Run 1, met1 routing:
Bar = 20 um.
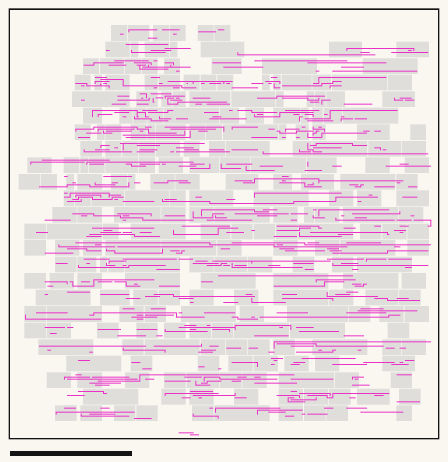
Run 1, met2 routing:
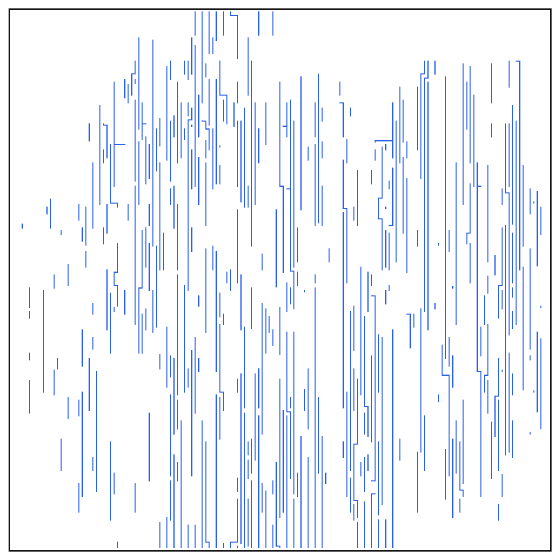
Run 1, met3 routing:
Bar = 20 um.
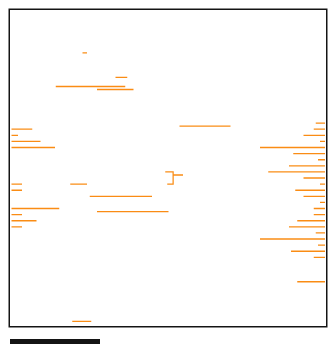
==> config.mk <==
export PLATFORM = sky130hd
export DESIGN_NAME = mem_cycle_seq_flat
export DESIGN_NICKNAME = d
export VERILOG_FILES = /design/src/rtl/mem_cycle_seq_if.sv /design/src/rtl/mem_cycle_seq.sv /design/src/flat_wrapper.sv
export SDC_FILE = /design/constraint.sdc
export NUM_CORES = 1
export LEC_CHECK = 0
export CAP_MARGIN = 20
export CORE_UTILIZATION = 38
export DETAILED_ROUTE_END_ITERATION = 12
export HOLD_SLACK_MARGIN = 0.06
export PLACE_DENSITY = 0.76
export SYNTH_ARGS = -nofsm -noshare
export SYNTH_HDL_FRONTEND = slang
export SYNTH_SLANG_ARGS = --single-unit
==> constraint.sdc <==
create_clock -name clk -period 1.6 [get_ports clk]
set_input_delay 0.16 -clock clk [delete_from_list [all_inputs] [get_ports clk]]
set_output_delay 0.16 -clock clk [all_outputs]
set_load 0.03 [all_outputs]
==> src/rtl/mem_cycle_seq_if.sv <==
`default_nettype none
// ============================================================================
// Module   : mem_cycle_seq_if
// Brief    : Request handshake and external bus pins of the machine-cycle
//            sequencer. wait_abort exists only with MEM_CYCLE_WAIT_TIMEOUT_EN.
// Revision : 1.0
// ============================================================================
interface mem_cycle_seq_if #(
  parameter int ADDR_WIDTH = 16
);
  // control-unit request side
  logic                  req_valid;
  logic [1:0]            req_type;
  logic [ADDR_WIDTH-1:0] req_addr;
  logic [7:0]            req_dout;
  logic [7:0]            i_reg;
  logic                  req_ready;
  logic                  cycle_done;
  logic                  din_we;
  // pin side
  logic                  n_wait;
  logic                  n_busreq;
  logic [ADDR_WIDTH-1:0] bus_addr;
  logic [7:0]            bus_dout;
  logic                  bus_oe;
  logic                  n_m1;
  logic                  n_mreq;
  logic                  n_rd;
  logic                  n_wr;
  logic                  n_rfsh;
  logic                  n_busack;
`ifdef MEM_CYCLE_WAIT_TIMEOUT_EN
  logic                  wait_abort;
`endif

  modport slave (
    input  req_valid, req_type, req_addr, req_dout, i_reg, n_wait, n_busreq,
    output req_ready, cycle_done, din_we, bus_addr, bus_dout, bus_oe,
           n_m1, n_mreq, n_rd, n_wr, n_rfsh, n_busack
`ifdef MEM_CYCLE_WAIT_TIMEOUT_EN
    , output wait_abort
`endif
  );

  modport master (
    output req_valid, req_type, req_addr, req_dout, i_reg, n_wait, n_busreq,
    input  req_ready, cycle_done, din_we, bus_addr, bus_dout, bus_oe,
           n_m1, n_mreq, n_rd, n_wr, n_rfsh, n_busack
`ifdef MEM_CYCLE_WAIT_TIMEOUT_EN
    , input wait_abort
`endif
  );
endinterface
`default_nettype wire

==> src/rtl/mem_cycle_seq.sv <==
`default_nettype none
// ============================================================================
// Module   : mem_cycle_seq
// Brief    : Z80-style M1 / memory-read / memory-write T-state sequencer with
//            wait states, refresh phase and BUSREQ/BUSACK arbitration.
//            Optional wait-state timeout: define MEM_CYCLE_WAIT_TIMEOUT_EN.
// Revision : 1.0
// ============================================================================
module mem_cycle_seq #(
  parameter int ADDR_WIDTH = 16
`ifdef MEM_CYCLE_WAIT_TIMEOUT_EN
  ,
  parameter int WAIT_TIMEOUT = 255
`endif
) (
  input  logic           clk,
  input  logic           n_reset,
  mem_cycle_seq_if.slave mem
);

  localparam logic [2:0] c_st_idle   = 3'd0;
  localparam logic [2:0] c_st_t1     = 3'd1;
  localparam logic [2:0] c_st_t2     = 3'd2;
  localparam logic [2:0] c_st_tw     = 3'd3;
  localparam logic [2:0] c_st_t3     = 3'd4;
  localparam logic [2:0] c_st_t4     = 3'd5;
  localparam logic [2:0] c_st_busack = 3'd6;

  localparam logic [1:0] c_type_fetch = 2'b00;
  localparam logic [1:0] c_type_write = 2'b10;

  logic [2:0]            r_state;
  logic [2:0]            w_next_state;
  logic [1:0]            r_type;
  logic [ADDR_WIDTH-1:0] r_addr;
  logic [7:0]            r_dout;
  logic [7:0]            r_rfsh;

  logic                  w_is_fetch;
  logic                  w_is_write;
  logic                  w_final;
  logic                  w_req_ready;
  logic                  w_accept;
  logic                  w_timeout;
  logic [2:0]            w_after_final;
  logic [15:0]           w_rfsh_full;
  logic [ADDR_WIDTH-1:0] w_rfsh_addr;

  // Reserved type 11 decodes as neither fetch nor write, i.e. a plain read.
  assign w_is_fetch  = (r_type == c_type_fetch);
  assign w_is_write  = (r_type == c_type_write);
  assign w_final     = ((r_state == c_st_t3) && !w_is_fetch) || (r_state == c_st_t4);
  assign w_req_ready = mem.n_busreq && ((r_state == c_st_idle) || w_final);
  assign w_accept    = mem.req_valid && w_req_ready;

  assign w_rfsh_full = {mem.i_reg, r_rfsh};

  generate
    if (ADDR_WIDTH >= 16) begin : g_rfsh_wide
      assign w_rfsh_addr = ADDR_WIDTH'(w_rfsh_full);
    end else begin : g_rfsh_narrow
      assign w_rfsh_addr = w_rfsh_full[ADDR_WIDTH-1:0];
    end
  endgenerate

`ifdef MEM_CYCLE_WAIT_TIMEOUT_EN
  localparam logic [7:0] c_wait_limit = 8'(WAIT_TIMEOUT);

  logic [7:0] r_wait_cnt;
  logic       r_wait_abort;

  // r_wait_cnt holds the number of TW states already spent in this cycle.
  assign w_timeout = ((r_state == c_st_t2) || (r_state == c_st_tw)) &&
                     !mem.n_wait && (r_wait_cnt == c_wait_limit);

  always_ff @(posedge clk or negedge n_reset) begin
    if (!n_reset) begin
      r_wait_cnt   <= 8'd0;
      r_wait_abort <= 1'b0;
    end else begin
      if (w_next_state == c_st_tw) begin
        r_wait_cnt <= r_wait_cnt + 8'd1;
      end else begin
        r_wait_cnt <= 8'd0;
      end
      if (w_timeout) begin
        r_wait_abort <= 1'b1;
      end
    end
  end

  assign mem.wait_abort = r_wait_abort;
`else
  assign w_timeout = 1'b0;
`endif

  // State register
  always_ff @(posedge clk or negedge n_reset) begin
    if (!n_reset) begin
      r_state <= c_st_idle;
    end else begin
      r_state <= w_next_state;
    end
  end

  // Bus request beats a simultaneous cycle request at every decision point.
  always_comb begin
    w_after_final = c_st_idle;
    if (!mem.n_busreq) begin
      w_after_final = c_st_busack;
    end else if (mem.req_valid) begin
      w_after_final = c_st_t1;
    end
  end

  // Next-state logic
  always_comb begin
    w_next_state = r_state;
    unique case (r_state)
      c_st_idle:   w_next_state = w_after_final;
      c_st_t1:     w_next_state = c_st_t2;
      c_st_t2,
      c_st_tw: begin
        if (w_timeout) begin
          w_next_state = w_is_fetch ? c_st_t4 : c_st_t3;
        end else if (!mem.n_wait) begin
          w_next_state = c_st_tw;
        end else begin
          w_next_state = c_st_t3;
        end
      end
      c_st_t3:     w_next_state = w_is_fetch ? c_st_t4 : w_after_final;
      c_st_t4:     w_next_state = w_after_final;
      c_st_busack: w_next_state = mem.n_busreq ? c_st_idle : c_st_busack;
      default:     w_next_state = c_st_idle;
    endcase
  end

  // Request capture and refresh counter
  always_ff @(posedge clk or negedge n_reset) begin
    if (!n_reset) begin
      r_type <= 2'b00;
      r_addr <= '0;
      r_dout <= 8'd0;
      r_rfsh <= 8'd0;
    end else begin
      if (w_accept) begin
        r_type <= mem.req_type;
        r_addr <= mem.req_addr;
        r_dout <= mem.req_dout;
      end
      // Only the low seven bits count; bit 7 is software-owned.
      if (r_state == c_st_t4) begin
        r_rfsh <= {r_rfsh[7], r_rfsh[6:0] + 7'd1};
      end
    end
  end

  assign mem.req_ready = w_req_ready;
  assign mem.bus_dout  = r_dout;

  // Output decode
  always_comb begin
    mem.n_m1       = 1'b1;
    mem.n_mreq     = 1'b1;
    mem.n_rd       = 1'b1;
    mem.n_wr       = 1'b1;
    mem.n_rfsh     = 1'b1;
    mem.n_busack   = 1'b1;
    mem.bus_oe     = 1'b1;
    mem.cycle_done = 1'b0;
    mem.din_we     = 1'b0;
    mem.bus_addr   = r_addr;
    unique case (r_state)
      c_st_t1: begin
        mem.n_mreq = 1'b0;
        mem.n_rd   = w_is_write;
        mem.n_m1   = !w_is_fetch;
      end
      c_st_t2,
      c_st_tw: begin
        mem.n_mreq = 1'b0;
        mem.n_rd   = w_is_write;
        mem.n_wr   = !w_is_write;
        mem.n_m1   = !w_is_fetch;
        mem.din_we = !w_is_write && mem.n_wait;
      end
      c_st_t3: begin
        if (w_is_fetch) begin
          mem.n_mreq   = 1'b0;
          mem.n_rfsh   = 1'b0;
          mem.bus_addr = w_rfsh_addr;
        end else begin
          mem.cycle_done = 1'b1;
        end
      end
      c_st_t4: begin
        mem.n_rfsh     = 1'b0;
        mem.bus_addr   = w_rfsh_addr;
        mem.cycle_done = 1'b1;
      end
      c_st_busack: begin
        mem.n_busack = 1'b0;
        mem.bus_oe   = 1'b0;
      end
      default: begin
        mem.bus_addr = r_addr;
      end
    endcase
  end

endmodule
`default_nettype wire
==> src/flat_wrapper.sv <==
// flat-port wrapper written by rule: the top's interface ports become plain ports
module mem_cycle_seq_flat 
#(
  parameter int ADDR_WIDTH = 16

)
  (clk, n_reset, mem_req_valid, mem_req_type, mem_req_addr, mem_req_dout, mem_i_reg, mem_n_wait, mem_n_busreq, mem_req_ready, mem_cycle_done, mem_din_we, mem_bus_addr, mem_bus_dout, mem_bus_oe, mem_n_m1, mem_n_mreq, mem_n_rd, mem_n_wr, mem_n_rfsh, mem_n_busack);
  mem_cycle_seq_if #(.ADDR_WIDTH(ADDR_WIDTH)) mem_i ();
  input  logic clk;
  input  logic n_reset;
  input wire logic [$bits(mem_i.req_valid)-1:0] mem_req_valid;
  input wire logic [$bits(mem_i.req_type)-1:0] mem_req_type;
  input wire logic [$bits(mem_i.req_addr)-1:0] mem_req_addr;
  input wire logic [$bits(mem_i.req_dout)-1:0] mem_req_dout;
  input wire logic [$bits(mem_i.i_reg)-1:0] mem_i_reg;
  input wire logic [$bits(mem_i.n_wait)-1:0] mem_n_wait;
  input wire logic [$bits(mem_i.n_busreq)-1:0] mem_n_busreq;
  output wire logic [$bits(mem_i.req_ready)-1:0] mem_req_ready;
  output wire logic [$bits(mem_i.cycle_done)-1:0] mem_cycle_done;
  output wire logic [$bits(mem_i.din_we)-1:0] mem_din_we;
  output wire logic [$bits(mem_i.bus_addr)-1:0] mem_bus_addr;
  output wire logic [$bits(mem_i.bus_dout)-1:0] mem_bus_dout;
  output wire logic [$bits(mem_i.bus_oe)-1:0] mem_bus_oe;
  output wire logic [$bits(mem_i.n_m1)-1:0] mem_n_m1;
  output wire logic [$bits(mem_i.n_mreq)-1:0] mem_n_mreq;
  output wire logic [$bits(mem_i.n_rd)-1:0] mem_n_rd;
  output wire logic [$bits(mem_i.n_wr)-1:0] mem_n_wr;
  output wire logic [$bits(mem_i.n_rfsh)-1:0] mem_n_rfsh;
  output wire logic [$bits(mem_i.n_busack)-1:0] mem_n_busack;
  assign mem_i.req_valid = mem_req_valid;
  assign mem_i.req_type = mem_req_type;
  assign mem_i.req_addr = mem_req_addr;
  assign mem_i.req_dout = mem_req_dout;
  assign mem_i.i_reg = mem_i_reg;
  assign mem_i.n_wait = mem_n_wait;
  assign mem_i.n_busreq = mem_n_busreq;
  assign mem_req_ready = mem_i.req_ready;
  assign mem_cycle_done = mem_i.cycle_done;
  assign mem_din_we = mem_i.din_we;
  assign mem_bus_addr = mem_i.bus_addr;
  assign mem_bus_dout = mem_i.bus_dout;
  assign mem_bus_oe = mem_i.bus_oe;
  assign mem_n_m1 = mem_i.n_m1;
  assign mem_n_mreq = mem_i.n_mreq;
  assign mem_n_rd = mem_i.n_rd;
  assign mem_n_wr = mem_i.n_wr;
  assign mem_n_rfsh = mem_i.n_rfsh;
  assign mem_n_busack = mem_i.n_busack;
  mem_cycle_seq #(.ADDR_WIDTH(ADDR_WIDTH)) u_core (.clk(clk), .n_reset(n_reset), .mem(mem_i));
endmodule
==> flow_summary.json, run 1 <==
{
  "maxSlewHeadroom_pct": 68.7,
  "worstRegToRegCells": 7,
  "leakage_nw": 1.42,
  "crit_family": "buffers and inverters",
  "syn_nets": 179,
  "max_stage_delay_ns": 0.43,
  "worst_slack_ns": -0.366,
  "ys_sh_adder_pct": 0.703,
  "ys_top_logic_family": "multiplexers",
  "cp_slowest_cell": "dfrtp_1",
  "final_layout_top_logic_cells": "clkdlybuf4s50_1, dfrtp_1, mux2_2, buf_4, buf_6",
  "htreeDepth": 2,
  "insertion_delay_ns": 0.29,
  "io_buffers": 72,
  "grt_max_degree": 37,
  "top_layer": "met4",
  "largest_area_cell": "dfrtp_1",
  "viasPerCell": 4.99,
  "post-place-cells": 278,
  "warnings": 29,
  "post_cts_resized": 39,
  "numCtsBuffers": 5,
  "crit_cells": 6,
  "fin_setup_tns_ns": -11.14,
  "synth-simple-area-share_pct": 13.7,
  "reg2reg_to": "u_core.r_addr[5]",
  "cp-endpoint": "mem_bus_addr[14]",
  "cts.clk_slew.worst_paths_ns": 0.08,
  "cp_max_fo": 8,
  "grt_util_all_layers_pct": 20.5,
  "ys_cells": 139,
  "dp_hpwl_um": 3130,
  "rrSetupSlack_ns": -0.29,
  "rsz0062_at_grt": "yes",
  "drcViolationCount": 0,
  "ioPinCount": 73,
  "clkSinkCount": 36,
  "gp_congestion": 0.854,
  "required_ns": 1.44,
  "fin_worst_skew_ns": 0.0136,
  "critPathKind": "reg -> out",
  "irDropWorstVdd_mv": 1.26,
  "synthDistinctLibCells": 31,
  "grt_pass1_wl_um": 7690,
  "power_density_nw_per_um2": 2310,
  "clock_tree.root_cell": "clkbuf_8",
  "violations": "negative setup slack",
  "ys.flops": 36,
  "syn_area_per_cell_um2": 12.8,
  "switchingPower_mw": 2.91,
  "critPathArrivalTime_ns": 1.81,
  "worstSetupStartpoint": "u_core.r_state[1]",
  "ys_seq_share_pct": 50.6,
  "syn-cell-area_um2": 1780,
  "ys_sh_xor_pct": 2.95,
  "clockBufferDepth": 2,
  "gr-total-overflow": 0,
  "top_register": "u_core.r_addr",
  "finalSetupViolations": 49,
  "crit_path_cell_trace": "nand2b_4, o21bai_4, buf_12, buf_16, mux2_4, buf_6",
  "worst_pin_slew_ns": 0.469,
  "synthCells": 139,
  "synth-warning-count": 0,
  "hold_ws_ns": 0.285,
  "clockPowerShare_pct": 9.5,
  "largest_reg_flops": 16,
  "cts_setup_buffers": 8,
  "tritoncts": "yes",
  "fp_util_pct": 40.3,
  "avgRoutedWirePerCell_um": 17.2,
  "met1_length_um": 2180,
  "drt-initial-drc-count": 99,
  "netSwitchingFraction_pct": 40.0,
  "die_h_um": 70.4,
  "area_leaders": "dfrtp_1, mux2_2, xnor2_1, nand2_1, nand3b_1",
  "ctsHoldBuffers": 0,
  "postRouteAntennaNets": 0,
  "fmax_mhz": 509,
  "combPwrFrac_pct": 68.4,
  "top_cell_area_share_pct": 50.6,
  "seqPwrFrac_pct": 22.2,
  "finalHoldViolCount": 0,
  "antenna_found_initial": 0,
  "final_cells": 301,
  "ys_sh_aoi_pct": 2.81,
  "status": "finished with violations",
  "rows": 24,
  "wl_met3_um": 244,
  "final_nets": 288,
  "syn_to_final_growth_pct": 77.4,
  "drive_gt1_share_pct": 50.2,
  "core_um2": 4410,
  "dr.pass1.iters": 5,
  "met2_length_um": 2690,
  "mostFrequentLayoutCell": "clkdlybuf4s50_1"
}
Notes on 'met1 routing' above:
longest straight run: 27.1 um
main direction: horizontal
wire length on this layer: 2,180 um

Notes on 'met2 routing' above:
longest straight run: 36.7 um
nets with wire on the layer: 257
met2 usage: 35.4%
via count: 1,501

Notes on 'met3 routing' above:
share of all routed wire: 4.7%
longest straight run: 15.6 um
final wirelength: 5170 um
grt met3 use: 4.33%

[run 1: metrics by stage]
stage          power [mW]  util, %  area (um2)  setup slack (ns)
2_1_floorplan        3.93        -        1800           -0.0302
5_1_grt              7.64     71.5        3160            -0.414
6_report             7.27     71.5        3160            -0.366
4_1_cts              6.94     68.1        3010            -0.350
3_3_place_gp         5.42     60.6        2680            -0.206
3_5_place_dp         5.49     60.6        2680            -0.238
[run 1: cell usage after synthesis]
cell and n:
xor2_1 2, nand3b_1 4, nor4b_2 1, buf_2 1, nand4_1 2, nor2b_1 2, and2_1 1, o21ai_0 1
ha_1 1, xnor2_1 4, a222oi_1 1, nor2_1 8, o21bai_2 1, or3b_2 1, nand3_1 1, mux2_1 2
or3_1 2, buf_4 1, nor3_1 4, buf_6 2, clkbuf_1 3, a211o_1 1, o211ai_1 1, nand2_1 9
mux2_2 40, nor4_4 1, nor4b_1 1, dfrtp_1 36, nand2b_1 3, a211oi_1 1, and3b_1 1
[run 1: layout make-up]
type,count,area (um2)
clock buffer,7,86.3
clock inverter,1,7.51
fill,315,1260
multi-input combinational,96,938
sequential,36,902
tap,52,65.1
timing repair buffer,109,1160
[run 1: power groups by stage]
stage / logic [mW] / registers (mW) / clock network (mW)
detailed placement: 3.89 / 1.61 / 0
finish: 4.97 / 1.61 / 0.690
global route: 5.22 / 1.67 / 0.751
floorplan: 2.15 / 1.78 / 0
CTS: 4.65 / 1.59 / 0.701
global placement: 3.82 / 1.60 / 0
[run 1: metal layers]
metal  global-route usage [%]  vias to the layer above
li1                         -                      710
met1                     25.1                      736
met2                     35.4                       51
met3                     4.33                        4
met4                     6.89                        0
met5                        0                        -
Run 1, clock routing:
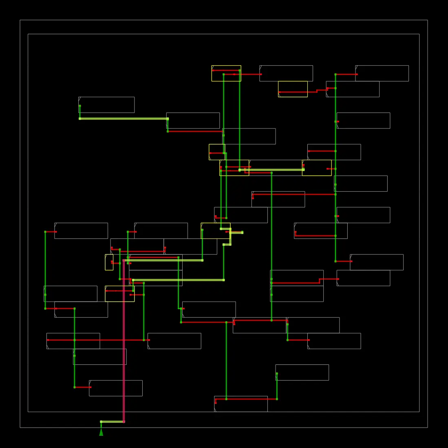

==> run 2: changes to the inputs <==
--- a/config.mk
+++ b/config.mk
@@ -5,11 +5,12 @@
 export SDC_FILE = /design/constraint.sdc
 export NUM_CORES = 1
 export LEC_CHECK = 0
+export ABC_AREA = 1
 export CAP_MARGIN = 20
-export CORE_UTILIZATION = 38
+export CORE_UTILIZATION = 40
 export DETAILED_ROUTE_END_ITERATION = 12
 export HOLD_SLACK_MARGIN = 0.06
-export PLACE_DENSITY = 0.76
+export PLACE_DENSITY = 0.77
 export SYNTH_ARGS = -nofsm -noshare
 export SYNTH_HDL_FRONTEND = slang
 export SYNTH_SLANG_ARGS = --single-unit
Run 2, clock routing:
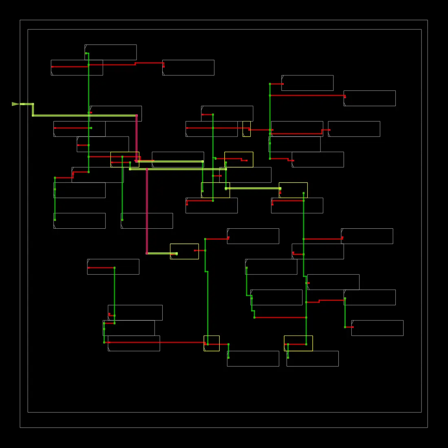
clk latency late pin: 0.28 ns
P_clk: 671 uW
total CTS buffers: 5

Run 2, cells by drive strength:
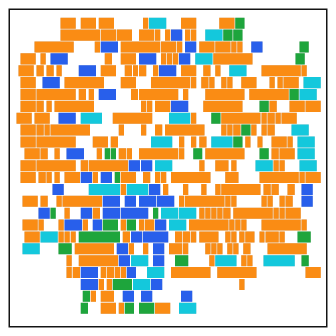
| colour | size | cells | share | most used |
|---|---|---|---|---|
| cyan | _6 and larger | 29 | 8.4% | buf_6 |
| green | _2 cells | 29 | 8.4% | nand2_2 |
| orange | _0 and _1 cells | 242 | 70% | nand2_1 |
| blue | _3 and _4 cells | 46 | 13% | buf_4 |

Run 2, met2 routing:
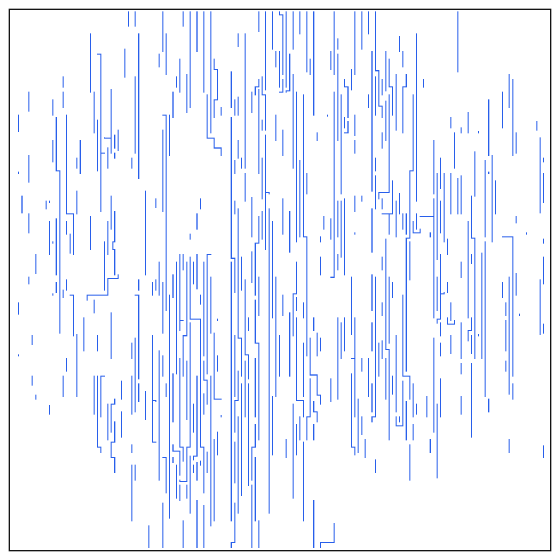
share of all routed wire: 50%
longest straight run: 40.8 um
nets with wire on the layer: 313
main direction: vertical
wire length on this layer: 2,590 um
met2 usage: 35.0%
final wirelength: 5160 um
via count: 1,929

==> flow_summary.json, run 2 <==
{
  "rsz0062_at_grt": "yes",
  "die_area_um2": 5240,
  "yosys_area_um2": 1980,
  "post-place-cells": 396,
  "mux_area_share_pct": 0,
  "fp_util_pct": 41.7,
  "r2r-start": "u_core.r_state[2]",
  "viasPerCell": 4.67,
  "syn_to_final_growth_pct": 56.4,
  "ys_top_logic_family": "simple AND/OR/NAND/NOR gates",
  "post-place-ws_ns": 0.0795,
  "critPathArrivalTime_ns": 1.62,
  "drcViolationCount": 0,
  "dr.pass1.iters": 4,
  "critPathKind": "reg -> out",
  "power.total_mw": 6.83,
  "fin_worst_skew_ns": 0.00426,
  "cts.clk_slew.worst_paths_ns": 0.07,
  "async_flop_share_pct": 100,
  "ys_cells": 253,
  "postRouteAntennaNets": 0,
  "top_cell_area_share_pct": 45.5,
  "dieWidth_um": 72.4,
  "status": "finished with violations",
  "enable_flop_cells": 0,
  "fin_crit_ns": 1.78,
  "htreeDepth": 2,
  "final_layout_top_logic_cells": "nand2_1, clkdlybuf4s50_1, dfrtp_1",
  "fin_area_um2": 3100,
  "finalHoldViolCount": 0,
  "clockBufferDepth": 2,
  "finalCritPeriodShare_pct": 111,
  "drive_gt1_share_pct": 30.1,
  "violations": "negative setup slack",
  "maxCapViolCount": 0,
  "largest_reg_flops": 16,
  "worst_slack_ns": -0.179,
  "ys.flops": 36,
  "finalSetupViolations": 19,
  "area_leaders": "dfrtp_1, nand2_1, nand3_1, nand2_4, inv_1",
  "placed_area_um2": 2770,
  "synthDistinctLibCells": 27,
  "ys_seq_share_pct": 45.5,
  "fin_setup_tns_ns": -2.62,
  "gr-total-overflow": 0,
  "worstSetupStartpoint": "u_core.r_state[1]",
  "power_density_nw_per_um2": 2200,
  "ioPinCount": 73,
  "tritoncts": "yes",
  "gp_congestion": 0.750,
  "grt_pass1_wl_um": 8520,
  "crit_path_cell_trace": "nor2_2, nand2_2, o21ai_4, buf_6, nand2_1, nand2_2, buf_6",
  "worst_pin_slew_ns": 0.310,
  "clock_tree.root_cell": "clkbuf_8",
  "required_ns": 1.44,
  "maxSlewHeadroom_pct": 79.3,
  "drt-initial-drc-count": 99,
  "clkSinkCount": 36,
  "grt_util_all_layers_pct": 20.9,
  "antenna_found_initial": 0,
  "core_um2": 4750,
  "final_nets": 385,
  "mostFrequentLayoutCell": "nand2_1",
  "dp_hpwl_um": 3450,
  "worst-path-buf-inv": 2,
  "crit_family": "simple AND/OR/NAND/NOR gates",
  "worst_setup_path_start_kind": "flop",
  "die_h_um": 72.4,
  "cp_slowest_cell": "dfrtp_1",
  "ys_sh_xor_pct": 1.77,
  "diodes": 0,
  "largest_area_cell": "dfrtp_1",
  "final_cells": 413,
  "post_synth_most_frequent_cells": "nand2_1, dfrtp_1, nand3_1",
  "max_stage_delay_ns": 0.42,
  "slew_violations": 0,
  "synth-warning-count": 0,
  "irDropWorstVdd_mv": 1.28,
  "leakage_nw": 1.56,
  "synthCells": 253,
  "ys.flop_type": "dfrtp_1",
  "syn_nets": 293,
  "grt_max_degree": 37,
  "synth-simple-area-share_pct": 40.5,
  "final_core_util_pct": 65.2,
  "top_register": "u_core.r_addr",
  "syn_area_per_cell_um2": 7.83,
  "hold_ws_ns": 0.371,
  "syn-cell-area_um2": 1980,
  "ys_sh_adder_pct": 0.631,
  "endpoint_kind": "primary output",
  "avgRoutedWirePerCell_um": 12.5,
  "most_common_cell": "nand2_1",
  "cp_max_fo": 6,
  "warnings": 29,
  "rows": 25,
  "io_buffers": 72,
  "fmax_mhz": 562,
  "ys_sh_aoi_pct": 3.09,
  "grt_pass1_vias": 1881,
  "hold_path_class": "in -> async"
}
run 2: cell count changes in the layout (fill, tap and decap cells not counted), moves of 4 or more:
cell and change:
buf_12 -4, nand3_1 +27, mux2_4 -12, buf_6 -4, nand2_2 +12, inv_1 +14, nor2_1 +4, nand3b_1 -4
nand2_1 +83, nand2_4 +15, inv_2 +5, buf_4 -4, o21ai_1 +4, mux2_2 -28
run 2: layer usage:
metal	GRT usage, %	vias up	wire [um]
met5	0	-	0
met1	27.4	887	2250
li1	-	974	-
met2	35.0	60	2590
met3	4.44	8	261
met4	5.88	0	63
run 2: area by class of cell:
class                   count  area [um2]
flip-flops and latches     36         902
clock buffers               7        86.3
repair buffers             96         921
fillers                   410        1650
multi-input cells         185        1020
inverters                  21        83.8
clock inverters             1        7.51
well taps                  67        83.8
run 2: worst paths after layout:
path                                     endpoint  slack [ns]  cells past startpoint
max                              mem_bus_addr[10]       -0.18                      7
min                              u_core.r_rfsh[3]        0.37                      3
max reg2reg                     u_core.r_addr[10]        0.09                      9
min reg2reg                      u_core.r_addr[3]        0.47                      2
max in group asynchronous       u_core.r_state[2]        1.03                      3
min in group clk           u_core.mem.bus_dout[5]        0.43                      3
run 2: worst reg2reg max path, stage by stage (launching register included):
cell     delay, ns
dfrtp_2       0.45
buf_6         0.13
buf_6         0.11
buf_6         0.12
nand2_4       0.06
nand2_4       0.07
nand2_4       0.10
nand2_8       0.19
nand2_1       0.13
nand2_1       0.05
run 2: timing repair:
action,in CTS,in global routing
setup buffers,6,2
setup endpoints to repair,21,24
gates cloned,2,0
resized,36,35
endpoints found under the hold margin,36,0
hold buffers,1,0
pin swaps,3,5
run 2: power breakdown:
part	internal, mW	total (mW)	switching (mW)
clock	0.350	0.671	0.321
combinational	1.85	4.54	2.70
sequential	1.30	1.61	0.314
Power and IR drop assume default switching activity.
